Supply network:
The bar under the picture is 50 um long. Pins as bars on the die edge.
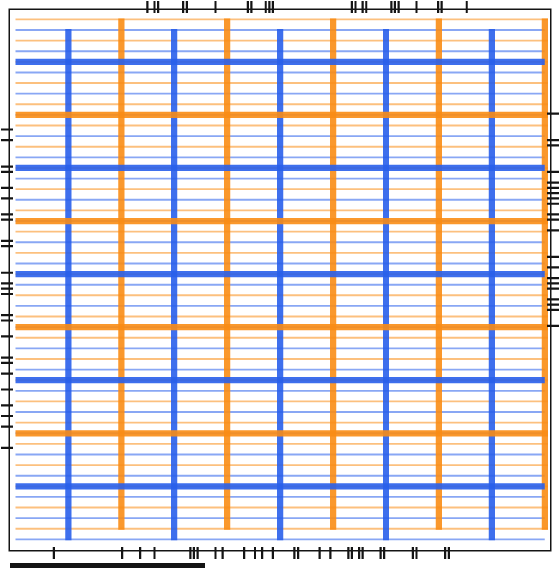
Placement by cell class:
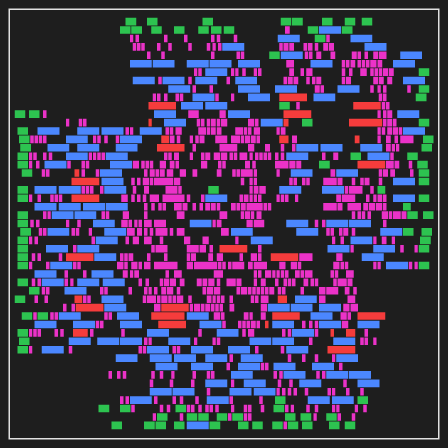
Clock network drawn from the DEF:
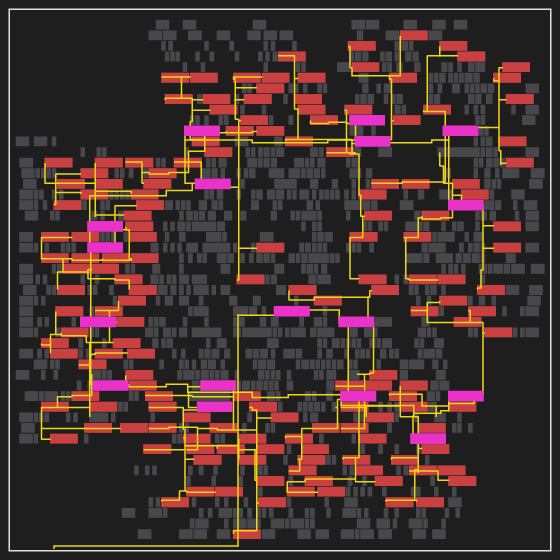
Signal wires by layer:
The bar under the picture is 50 um long.
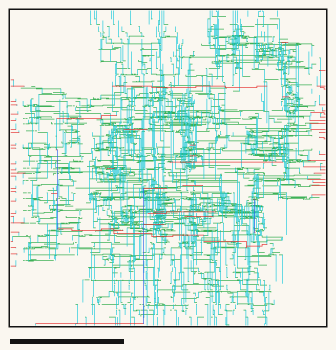
**config.mk**
```make
export PLATFORM = sky130hd
export DESIGN_NAME = tdc_capture_flat
export DESIGN_NICKNAME = d
export VERILOG_FILES = /design/src/rtl/tdc_capture_pkg.sv /design/src/rtl/tdc_capture_if.sv /design/src/rtl/tdc_capture_therm_enc.sv /design/src/rtl/tdc_capture.sv /design/src/flat_wrapper.sv
export SDC_FILE = /design/constraint.sdc
export NUM_CORES = 1
export LEC_CHECK = 0
export ABC_AREA = 1
export CAP_MARGIN = 20
export CORE_UTILIZATION = 35
export DETAILED_ROUTE_END_ITERATION = 10
export HOLD_SLACK_MARGIN = 0.12
export SLEW_MARGIN = 10
export SYNTH_ARGS = -nofsm -noshare
export SYNTH_HDL_FRONTEND = slang
export SYNTH_SLANG_ARGS = --single-unit
export TNS_END_PERCENT = 50
```
**constraint.sdc**
```tcl
create_clock -name clk_i -period 6.3 [get_ports clk_i]
set_input_delay 1.26 -clock clk_i [delete_from_list [all_inputs] [get_ports clk_i]]
set_output_delay 1.26 -clock clk_i [all_outputs]
set_load 0.05 [all_outputs]
```
**src/rtl/tdc_capture_pkg.sv**
```systemverilog
// tdc_pkg: shared types and helpers for the TDC capture stage.
// Holds the capture FSM state enum, the result-width helper and the
// thermometer first-zero search used by tdc_therm_enc.
package tdc_pkg;

    // Widest delay line the shared search function can handle.
    localparam int TDC_MAX_N = 256;

    typedef enum logic [2:0] {
        ST_IDLE   = 3'd0,
        ST_LAUNCH = 3'd1,
        ST_SYNC   = 3'd2,
        ST_FILT   = 3'd3,
        ST_ENC    = 3'd4,
        ST_DONE   = 3'd5,
        ST_DRAIN  = 3'd6
    } tdc_cap_state_t;

    function automatic int tdc_res_w(input int n);
        return $clog2(n + 1);
    endfunction

    // Index of the lowest zero among the first n bits; n when all are set.
    // Bits above the first zero never influence the answer.
    function automatic int therm_first_zero(input logic [TDC_MAX_N-1:0] v, input int n);
        int   res;
        logic found;
        res   = n;
        found = 1'b0;
        for (int i = 0; i < TDC_MAX_N; i++) begin
            if (!found && (i < n) && !v[i]) begin
                res   = i;
                found = 1'b1;
            end
        end
        return res;
    endfunction

endpackage

```
**src/rtl/tdc_capture_if.sv**
```systemverilog
// tdc_capture_if: measurement control, delay-line sample and result handshake.
// slave is the capture block; master is the controller/consumer side.
interface tdc_capture_if #(
    parameter int N  = 64,
    parameter int CW = 16
);
    import tdc_pkg::*;
    localparam int RW = tdc_res_w(N);

    logic          arm_i;
    logic [N-1:0]  dl_i;
    logic          launch_o;
    logic [RW-1:0] result_o;
    logic          overflow_o;
    logic          valid_o;
    logic          ready_i;
    logic          busy_o;
    logic [CW-1:0] meas_cnt_o;

    modport slave (
        input  arm_i, dl_i, ready_i,
        output launch_o, result_o, overflow_o, valid_o, busy_o, meas_cnt_o
    );

    modport master (
        output arm_i, dl_i, ready_i,
        input  launch_o, result_o, overflow_o, valid_o, busy_o, meas_cnt_o
    );

endinterface

```
**src/rtl/tdc_capture_therm_enc.sv**
```systemverilog
// tdc_therm_enc: combinational thermometer-to-binary encoder.
// count = run length of ones from bit 0; overflow when every tap is set.
module tdc_therm_enc
    import tdc_pkg::*;
#(
    parameter int N = 64
) (
    input  logic [N-1:0]              therm,
    output logic [tdc_res_w(N)-1:0]   count,
    output logic                      overflow
);
    localparam int RW = tdc_res_w(N);

    // First-zero search; upper bits past the first zero are ignored.
    always_comb begin
        count    = RW'(therm_first_zero(TDC_MAX_N'(therm), N));
        overflow = &therm;
    end

endmodule

```
**src/rtl/tdc_capture.sv**
```systemverilog
// tdc_capture: launches the TDC edge, synchronizes the delay-line taps,
// encodes the frozen sample and hands it out over valid/ready.
// Optional macro TDC_BUBBLE_FILTER_EN adds a registered 3-tap majority
// filter and a FILT state (one extra cycle of latency).
//
// state  | meaning
// IDLE   | waiting for arm_i
// LAUNCH | edge travelling in the line, s1 captures the taps
// SYNC   | s2 holds the measurement
// FILT   | majority filter registering (filter build only)
// ENC    | encode sample, raise valid_o, drop launch_o
// DONE   | hold result until accepted
// DRAIN  | wait for the line to read all zeros before re-arming
module tdc_capture
    import tdc_pkg::*;
#(
    parameter int N  = 64,
    parameter int CW = 16
) (
    input  logic           clk_i,
    input  logic           rst_i,
    tdc_capture_if.slave   bus
);
    localparam int RW = tdc_res_w(N);

    tdc_cap_state_t state;
    logic [N-1:0]   s1, s2;
    logic [N-1:0]   enc_in;
    logic [RW-1:0]  enc_count;
    logic           enc_ovf;

    logic           launch_q, valid_q, ovf_q, busy_q;
    logic [RW-1:0]  result_q;
    logic [CW-1:0]  cnt_q;

    // Free-running two-flop synchronizer on the asynchronous taps.
    always_ff @(posedge clk_i) begin
        if (rst_i) begin
            s1 <= '0;
            s2 <= '0;
        end else begin
            s1 <= bus.dl_i;
            s2 <= s1;
        end
    end

`ifdef TDC_BUBBLE_FILTER_EN
    logic [N-1:0]   filt;
    logic [N+1:0]   s2_ext;

    // Virtual tap below bit 0 reads one, virtual tap above the top reads zero.
    assign s2_ext = {1'b0, s2, 1'b1};

    // Registered majority of each tap and its two neighbours.
    always_ff @(posedge clk_i) begin
        if (rst_i) begin
            filt <= '0;
        end else begin
            for (int i = 0; i < N; i++) begin
                filt[i] <= (s2_ext[i] & s2_ext[i+1]) | (s2_ext[i] & s2_ext[i+2]) |
                           (s2_ext[i+1] & s2_ext[i+2]);
            end
        end
    end

    assign enc_in = filt;
`else
    assign enc_in = s2;
`endif

    tdc_therm_enc #(.N(N)) u_enc (
        .therm    (enc_in),
        .count    (enc_count),
        .overflow (enc_ovf)
    );

    // Measurement sequencer with registered outputs.
    always_ff @(posedge clk_i) begin
        if (rst_i) begin
            state    <= ST_IDLE;
            launch_q <= 1'b0;
            valid_q  <= 1'b0;
            result_q <= '0;
            ovf_q    <= 1'b0;
            busy_q   <= 1'b0;
            cnt_q    <= '0;
        end else begin
            case (state)
                ST_IDLE: begin
                    if (bus.arm_i) begin
                        state    <= ST_LAUNCH;
                        launch_q <= 1'b1;
                        busy_q   <= 1'b1;
                    end
                end
                ST_LAUNCH: state <= ST_SYNC;
`ifdef TDC_BUBBLE_FILTER_EN
                ST_SYNC:   state <= ST_FILT;
                ST_FILT:   state <= ST_ENC;
`else
                ST_SYNC:   state <= ST_ENC;
`endif
                ST_ENC: begin
                    result_q <= enc_count;
                    ovf_q    <= enc_ovf;
                    valid_q  <= 1'b1;
                    launch_q <= 1'b0;
                    state    <= ST_DONE;
                end
                ST_DONE: begin
                    if (valid_q && bus.ready_i) begin
                        valid_q <= 1'b0;
                        cnt_q   <= cnt_q + CW'(1);
                        state   <= ST_DRAIN;
                    end
                end
                ST_DRAIN: begin
                    if (s2 == '0) begin
                        state  <= ST_IDLE;
                        busy_q <= 1'b0;
                    end
                end
                default: begin
                    state    <= ST_IDLE;
                    launch_q <= 1'b0;
                    valid_q  <= 1'b0;
                    busy_q   <= 1'b0;
                end
            endcase
        end
    end

    assign bus.launch_o   = launch_q;
    assign bus.valid_o    = valid_q;
    assign bus.result_o   = result_q;
    assign bus.overflow_o = ovf_q;
    assign bus.busy_o     = busy_q;
    assign bus.meas_cnt_o = cnt_q;

endmodule

```
**src/flat_wrapper.sv**
```systemverilog
// flat-port wrapper written by rule: the top's interface ports become plain ports
module tdc_capture_flat import tdc_pkg::*;
#(
    parameter int N  = 64,
    parameter int CW = 16
)
  (clk_i, rst_i, bus_arm_i, bus_dl_i, bus_ready_i, bus_launch_o, bus_result_o, bus_overflow_o, bus_valid_o, bus_busy_o, bus_meas_cnt_o);
  tdc_capture_if #(.N(N), .CW(CW)) bus_i ();
  input  logic clk_i;
  input  logic rst_i;
  input wire logic [$bits(bus_i.arm_i)-1:0] bus_arm_i;
  input wire logic [$bits(bus_i.dl_i)-1:0] bus_dl_i;
  input wire logic [$bits(bus_i.ready_i)-1:0] bus_ready_i;
  output wire logic [$bits(bus_i.launch_o)-1:0] bus_launch_o;
  output wire logic [$bits(bus_i.result_o)-1:0] bus_result_o;
  output wire logic [$bits(bus_i.overflow_o)-1:0] bus_overflow_o;
  output wire logic [$bits(bus_i.valid_o)-1:0] bus_valid_o;
  output wire logic [$bits(bus_i.busy_o)-1:0] bus_busy_o;
  output wire logic [$bits(bus_i.meas_cnt_o)-1:0] bus_meas_cnt_o;
  assign bus_i.arm_i = bus_arm_i;
  assign bus_i.dl_i = bus_dl_i;
  assign bus_i.ready_i = bus_ready_i;
  assign bus_launch_o = bus_i.launch_o;
  assign bus_result_o = bus_i.result_o;
  assign bus_overflow_o = bus_i.overflow_o;
  assign bus_valid_o = bus_i.valid_o;
  assign bus_busy_o = bus_i.busy_o;
  assign bus_meas_cnt_o = bus_i.meas_cnt_o;
  tdc_capture #(.N(N), .CW(CW)) u_core (.clk_i(clk_i), .rst_i(rst_i), .bus(bus_i));
endmodule
```
==> impl_metrics.env <==
# source this file to load flow results
export IMPL_first_pass_iters=7
export IMPL_adder_share_pct=1.153
export IMPL_synth_area_leader_cell="dfxtp_1"
export IMPL_yosysChipArea_um2=6512
export IMPL_dpl_cell_count=1186
export IMPL_cp_required_ns=6.61
export IMPL_die_width_um=138.4
export IMPL_postCtsSetupRepairBufs=0
export IMPL_power_mw=2.409
export IMPL_final_cells=1217
export IMPL_buffer_area_share_pct=11.49
export IMPL_path_class="in2reg"
export IMPL_status="complete, but fails checks"
export IMPL_yosysSeqAreaShare_pct=48.57
export IMPL_ff_type="dfxtp_1"
export IMPL_regToRegSetupSlack_ns=3.13
export IMPL_gr_total_overflow=0
export IMPL_grt_pass1_vias=5060
export IMPL_aoi_share_pct=6.282
export IMPL_critPathMostFrequentCell="nor2_1"
export IMPL_drc=6
export IMPL_worst_pin_slew_ns=1.011
export IMPL_drt_iter0_drc=310
export IMPL_failed_checks="design-rule violations"
export IMPL_flops=158
export IMPL_cp_cell_sequence="clkdlybuf4s50_1 -> inv_1 -> nor3_1 -> inv_1 -> nor2_1 -> nand3_1 -> nor2_1 -> nand2_1 -> nor2_1 -> nand2_1 -> nor3_1 -> nand3_1 -> nor2_1 -> nand3_1 -> o21ai_0 -> a21oi_1"
export IMPL_io_buffers=94
export IMPL_fin_setup_tns_ns=0
export IMPL_crit_arrival_ns=3.98
Notes on 'supply network' above:
- orange: VDD
- blue: VSS
- signal pins: 95
- rows: 49

Notes on 'placement by cell class' above:
- red: clock drivers and dummy loads (cells 31)
- blue: registers (cells 158)
- magenta: remaining logic cells (cells 704)
- green: remaining buffers and delay cells (cells 95)

Notes on 'clock network drawn from the DEF' above:
- magenta: clock-net drivers (count 17)
- yellow: clock wires (length 1930 um)
- red: flip-flops (count 158)
- flops lie: spread over the die
Worst-Skew Late Latency: 0.42 ns
clk pwr: 982 uW
Final Skew: 0.01744 ns

Notes on 'signal wires by layer' above:
- cyan: M2 (wire length 6050 um)
- red: M3 (wire length 563 um)
- green: M1 (wire length 6170 um)
- blue: M4 (wire length 108 um)

[worst max path at each step]
stage | end | slack (ns) | cells after the start
after global routing | u_core.bus.meas_cnt_o[15]$_SDFFE_PP0P_ | 2.11 | 16
after detailed placement | u_core.bus.meas_cnt_o[15]$_SDFFE_PP0P_ | 2.20 | 16
after CTS | u_core.bus.meas_cnt_o[15]$_SDFFE_PP0P_ | 2.65 | 16
after floorplan | u_core.bus.meas_cnt_o[15]$_SDFFE_PP0P_ | 2.93 | 15
final | u_core.bus.meas_cnt_o[15]$_SDFFE_PP0P_ | 2.63 | 16
after global placement | u_core.bus.meas_cnt_o[15]$_SDFFE_PP0P_ | 2.28 | 16
[per-layer routing]
layer	vias to the layer above	GRT usage (%)
li1	2904	-
met1	2409	17.22
met2	88	24.77
met3	7	4.157
met4	0	4.613
met5	-	0
[state kept, by name (all words and copies together), names as in the netlist, 3 cells and up]
register               flops
u_core.bus.result_o        7
u_core.enc_in             64
u_core.bus.meas_cnt_o     16
u_core.state               3
u_core.s1                 64
[power by group]
group	internal [mW]	switching [mW]	total, mW
registers	1.06	0.0392	1.10
logic	0.133	0.192	0.324
clock network	0.591	0.391	0.982
[cell usage in the layout, fill, tap and decap left out, drive strengths merged, types with 5 or more instances in the layout]
master / instances
inv: 218
nor2: 201
dfxtp: 158
clkdlybuf4s50: 93
nand2: 89
nand3: 43
nand4: 31
a21oi: 24
nor4: 21
clkbuf: 21
o21ai: 20
nor3: 15
nand3b: 7
ha: 6
clkinv: 6
o21a: 5
[worst max-delay path: cells and delay by family]
kind	cells	cell delay, ns
simple gates	11	1.88
buf+inv	3	0.62
compound gates	2	0.22
Power figures rest on the tool's default switching activity, not on a simulated workload.
